`src/rtl/mips_pkg.sv`:
```
// Shared core types: register file widths, write-back entry, register names.
package mips_pkg;

  localparam int REG_ADDR_W = 4;
  localparam int DATA_W     = 32;

  typedef struct packed {
    logic [REG_ADDR_W-1:0] addr;
    logic [DATA_W-1:0]     data;
  } wb_entry_t;

  localparam logic [REG_ADDR_W-1:0] S0 = 4'd0;
  localparam logic [REG_ADDR_W-1:0] S1 = 4'd1;
  localparam logic [REG_ADDR_W-1:0] S2 = 4'd2;
  localparam logic [REG_ADDR_W-1:0] S3 = 4'd3;
  localparam logic [REG_ADDR_W-1:0] S4 = 4'd4;
  localparam logic [REG_ADDR_W-1:0] S5 = 4'd5;
  localparam logic [REG_ADDR_W-1:0] S6 = 4'd6;
  localparam logic [REG_ADDR_W-1:0] S7 = 4'd7;
  localparam logic [REG_ADDR_W-1:0] T0 = 4'd8;
  localparam logic [REG_ADDR_W-1:0] T1 = 4'd9;
  localparam logic [REG_ADDR_W-1:0] T2 = 4'd10;
  localparam logic [REG_ADDR_W-1:0] T3 = 4'd11;
  localparam logic [REG_ADDR_W-1:0] T4 = 4'd12;
  localparam logic [REG_ADDR_W-1:0] T5 = 4'd13;
  localparam logic [REG_ADDR_W-1:0] T6 = 4'd14;
  localparam logic [REG_ADDR_W-1:0] T7 = 4'd15;

endpackage

```
`src/rtl/wb_fifo.sv`:
```
// Generic DEPTH-entry FIFO: two enqueues (port 0 first), one dequeue,
// synchronous flush; exposes every slot and its valid bit.
module wb_fifo #(
  parameter  int DEPTH = 4,
  parameter  int W     = 36,
  localparam int PW    = $clog2(DEPTH),
  localparam int CW    = PW + 1
) (
  input  logic          i_clk,
  input  logic          i_rst_n,
  input  logic          i_flush,
  input  logic          i_push0,
  input  logic [W-1:0]  i_d0,
  input  logic          i_push1,
  input  logic [W-1:0]  i_d1,
  input  logic          i_pop,
  output logic [CW-1:0] o_level,
  output logic [W-1:0]  o_head,
  output logic [W-1:0]  o_ent [DEPTH],
  output logic [DEPTH-1:0] o_vld
);

  logic [W-1:0]  r_mem [DEPTH];
  logic [PW-1:0] r_wr;
  logic [PW-1:0] r_rd;
  logic [CW-1:0] r_cnt;

  logic          w_p0;
  logic          w_p1;
  logic          w_pop;
  logic [CW-1:0] w_n;
  logic [W-1:0]  w_first;
  logic [PW-1:0] w_wr1;

  assign w_p0    = i_push0 & ~i_flush;
  assign w_p1    = i_push1 & ~i_flush;
  assign w_pop   = i_pop & (r_cnt != '0);
  assign w_n     = CW'(w_p0) + CW'(w_p1);
  assign w_first = w_p0 ? i_d0 : i_d1;
  assign w_wr1   = r_wr + PW'(1);

  // Storage carries no reset: a slot is only observed while counted valid.
  always_ff @(posedge i_clk) begin
    if (w_p0 | w_p1)
      r_mem[r_wr] <= w_first;
    if (w_p0 & w_p1)
      r_mem[w_wr1] <= i_d1;
  end

  always_ff @(posedge i_clk or negedge i_rst_n) begin
    if (!i_rst_n) begin
      r_wr  <= '0;
      r_rd  <= '0;
      r_cnt <= '0;
    end else if (i_flush) begin
      r_wr  <= '0;
      r_rd  <= '0;
      r_cnt <= '0;
    end else begin
      r_wr  <= r_wr + PW'(w_n);
      r_rd  <= r_rd + PW'(w_pop);
      r_cnt <= r_cnt + w_n - CW'(w_pop);
    end
  end

  for (genvar g = 0; g < DEPTH; g++) begin : g_vld
    logic [PW-1:0] w_off;
    assign w_off    = PW'(g) - r_rd;
    assign o_vld[g] = {1'b0, w_off} < r_cnt;
  end

  assign o_level = r_cnt;
  assign o_head  = r_mem[r_rd];
  assign o_ent   = r_mem;

endmodule

```
`src/rtl/writeback_queue.sv`:
```
// Write-back queue feeding the register file write port.
// Define WB_HAZARD_EN to build the pending-write hazard comparators.
module writeback_queue
  import mips_pkg::*;
#(
  parameter  int DEPTH  = 4,
  parameter  int DATA_W = mips_pkg::DATA_W,
  parameter  int ADDR_W = REG_ADDR_W,
  localparam int CW     = $clog2(DEPTH) + 1,
  localparam int EW     = ADDR_W + DATA_W
) (
  input  logic              clk,
  input  logic              rst,
  input  logic              alu_valid,
  output logic              alu_ready,
  input  logic [ADDR_W-1:0] alu_addr,
  input  logic [DATA_W-1:0] alu_data,
  input  logic              mem_valid,
  output logic              mem_ready,
  input  logic [ADDR_W-1:0] mem_addr,
  input  logic [DATA_W-1:0] mem_data,
  input  logic              flush,
  input  logic [ADDR_W-1:0] chk_addr_a,
  input  logic [ADDR_W-1:0] chk_addr_b,
  output logic              hazard,
  output logic              write,
  output logic [ADDR_W-1:0] Adr_register_to_save,
  output logic [DATA_W-1:0] data_from_ctrl,
  output logic [CW-1:0]     level
);

  logic [CW-1:0]    w_level;
  logic [EW-1:0]    w_head;
  logic [EW-1:0]    w_ent [DEPTH];
  logic [DEPTH-1:0] w_vld;
  logic [CW:0]      w_free;
  logic             w_write;

  assign w_write = (w_level != '0);
  // Slots available this cycle count the head leaving at the same edge.
  assign w_free  = (CW+1)'(DEPTH) - {1'b0, w_level} + (CW+1)'(w_write);

  assign alu_ready = rst & ~flush & (w_free >= (CW+1)'(1));
  assign mem_ready = rst & ~flush &
                     (w_free >= (CW+1)'(1) + (CW+1)'(alu_valid));

  wb_fifo #(
    .DEPTH (DEPTH),
    .W     (EW)
  ) u_fifo (
    .i_clk   (clk),
    .i_rst_n (rst),
    .i_flush (flush),
    .i_push0 (alu_valid & alu_ready),
    .i_d0    ({alu_addr, alu_data}),
    .i_push1 (mem_valid & mem_ready),
    .i_d1    ({mem_addr, mem_data}),
    .i_pop   (w_write),
    .o_level (w_level),
    .o_head  (w_head),
    .o_ent   (w_ent),
    .o_vld   (w_vld)
  );

  assign write                = w_write;
  assign level                = w_level;
  assign Adr_register_to_save = w_write ? w_head[EW-1:DATA_W] : '0;
  assign data_from_ctrl       = w_write ? w_head[DATA_W-1:0] : '0;

`ifdef WB_HAZARD_EN
  always_comb begin
    hazard = 1'b0;
    for (int i = 0; i < DEPTH; i++) begin
      if (w_vld[i] &&
          (w_ent[i][EW-1:DATA_W] == chk_addr_a ||
           w_ent[i][EW-1:DATA_W] == chk_addr_b))
        hazard = 1'b1;
    end
  end
`else
  logic w_unused_hz;
  always_comb begin
    w_unused_hz = ^{chk_addr_a, chk_addr_b, w_vld};
    for (int i = 0; i < DEPTH; i++)
      w_unused_hz = w_unused_hz ^ (^w_ent[i]);
  end
  assign hazard = 1'b0;
`endif

endmodule

```
`config.mk`:
```
export PLATFORM = sky130hd
export DESIGN_NAME = writeback_queue
export DESIGN_NICKNAME = d
export VERILOG_FILES = /design/src/rtl/mips_pkg.sv /design/src/rtl/wb_fifo.sv /design/src/rtl/writeback_queue.sv
export SDC_FILE = /design/constraint.sdc
export NUM_CORES = 1
export LEC_CHECK = 0
export ABC_AREA = 1
export CORE_ASPECT_RATIO = 1.2
export CORE_MARGIN = 2
export CORE_UTILIZATION = 40
export DETAILED_ROUTE_END_ITERATION = 6
export MAX_ROUTING_LAYER = met4
export SLEW_MARGIN = 20
export SYNTH_ARGS = -nofsm -noshare
export SYNTH_HDL_FRONTEND = slang
export SYNTH_SLANG_ARGS = --single-unit
export TNS_END_PERCENT = 10
```
`constraint.sdc`:
```
create_clock -name clk -period 3.4 [get_ports clk]
set_input_delay 0.51 -clock clk [delete_from_list [all_inputs] [get_ports clk]]
set_output_delay 0.51 -clock clk [all_outputs]
set_load 0.01 [all_outputs]
```
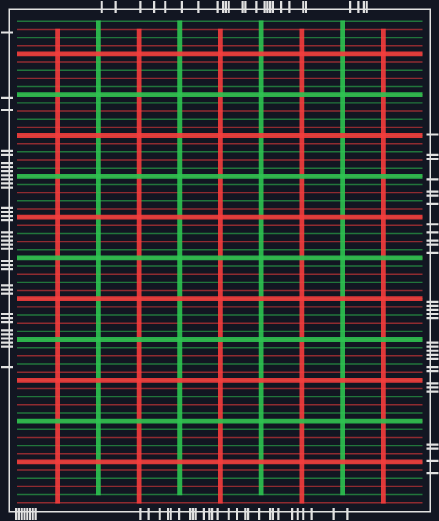
**Above:** floorplan with the power grid.
Scale: 3 px per um. Pins as bars on the die edge.
- VSS: red
- VDD: green
- signal pins: 128
- met5 straps: 11
- rows: 59
Die Wd: 140 um
die height: 167 um
Peak VDD IR: 837 uV

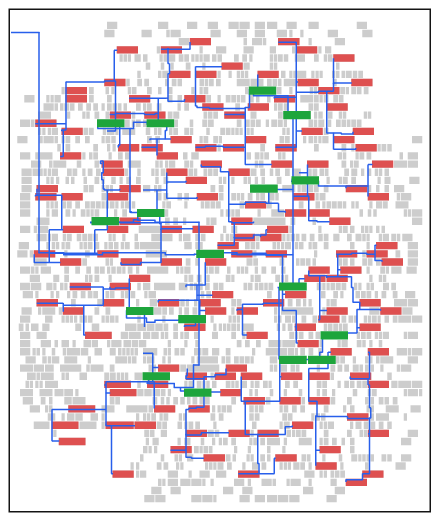
**Above:** clock network drawn from the DEF.
Scale: 3 px per um.
- clock wires: blue (length 2070 um)
- flip-flops: red (count 151)
- cells driving clock nets: green (count 17)
- flops lie: spread over the die
- routed clock nets: 18
Final Skew: 0.00631 ns
Clock Power Share: 20.9%
Clock Latency Late Sink: 0.43 ns
P_clk: 1.96 mW

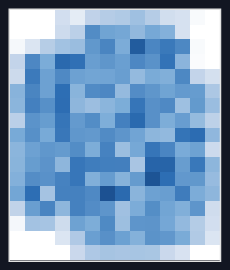
**Above:** placement density heat map.
Scale: 1.5 px per um. The die is cut into 14 by 17 equal tiles; white is low, dark blue is high, 0 to 100% covered.
- nearly empty tiles: 8.4%
- fullest tile: 87%
- mean over tiles: 46%
- tiles over 75% full: 4.6%
Final Util: 50.8%
core area: 0.0217 mm^2
fp util: 40.8%

==> run notes <==
flow finished, numbers: setup_tns 0 ns, top cell category combinational gates, EDFF count, synth 0, crit-path most repeated cell ha_1, Mapped Nets 1464, R2R depth 18, max reg flops 144, FF-to-FF Start u_fifo.o_level[0], cell count after placement 1716, initial antenna violation count 0, CP required 3.72 ns, mapped cell area 0.00885 mm^2, slowest cell delay on critical path 0.40 ns, Global Route Usage Sum 26.6%, worst-path cell chain nor3_4, ha_2, inv_1, ha_1, ha_1, a21oi_2, nand3_1, nand2_1, inv_1, nand2_1, inv_1, ha_1, inv_4, buf_4, ha_1, fa_1, xor2_1, nor2_1, met1 usage 33.8%, most instantiated logic cells after routing nor2_1 (261), a21oi_1 (254), inv_1 (160), dfxtp_1 (144), nand2_1 (133), dpl hpwl 18400 um, Pint 5.73 mW, measured slew at the worst slew-check pin 0.882 ns, Tool Warnings 37, wl on met1 13400 um, top power group combinational cells, R2R Setup Slk 0.13 ns, syn_area_per_cell 6.48 um^2, combinational gates 953, post-synthesis cell count 1367, Tmin final 3.27 ns, global-route wire length before repair 48100 um, n_diodes 0, FF/Latch Area 0.00306 mm^2, worst-path fanout max 3, Worst Setup SP u_fifo.o_level[0], Post-Synth AOI/OAI Area 21.1%, top cells by count nor2_1 (261), a21oi_1 (255), inv_1 (163), status completed, P_sw 3.65 mW, Top Family by Delay on Critical Path adder cells, CP Capture Type flop
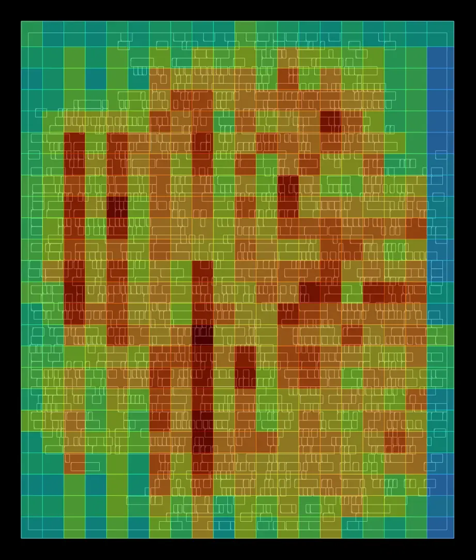
**Above:** routing congestion.
layer with the highest usage: met2
GR Util met2: 44.1%

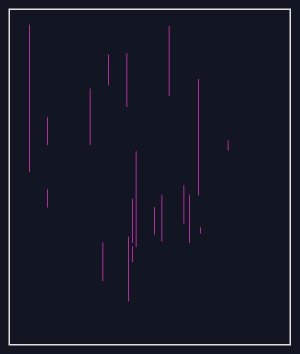
**Above:** M4 wires.
Scale: 2 px per um.
- nets with wire on the layer: 13
- longest straight run: 73.4 um
- main direction: vertical
- share of all routed wire: 1.5%
- wire length on this layer: 473 um
drt total wl: 30800 um
DR vias: 9495

Power and IR drop assume default switching activity.
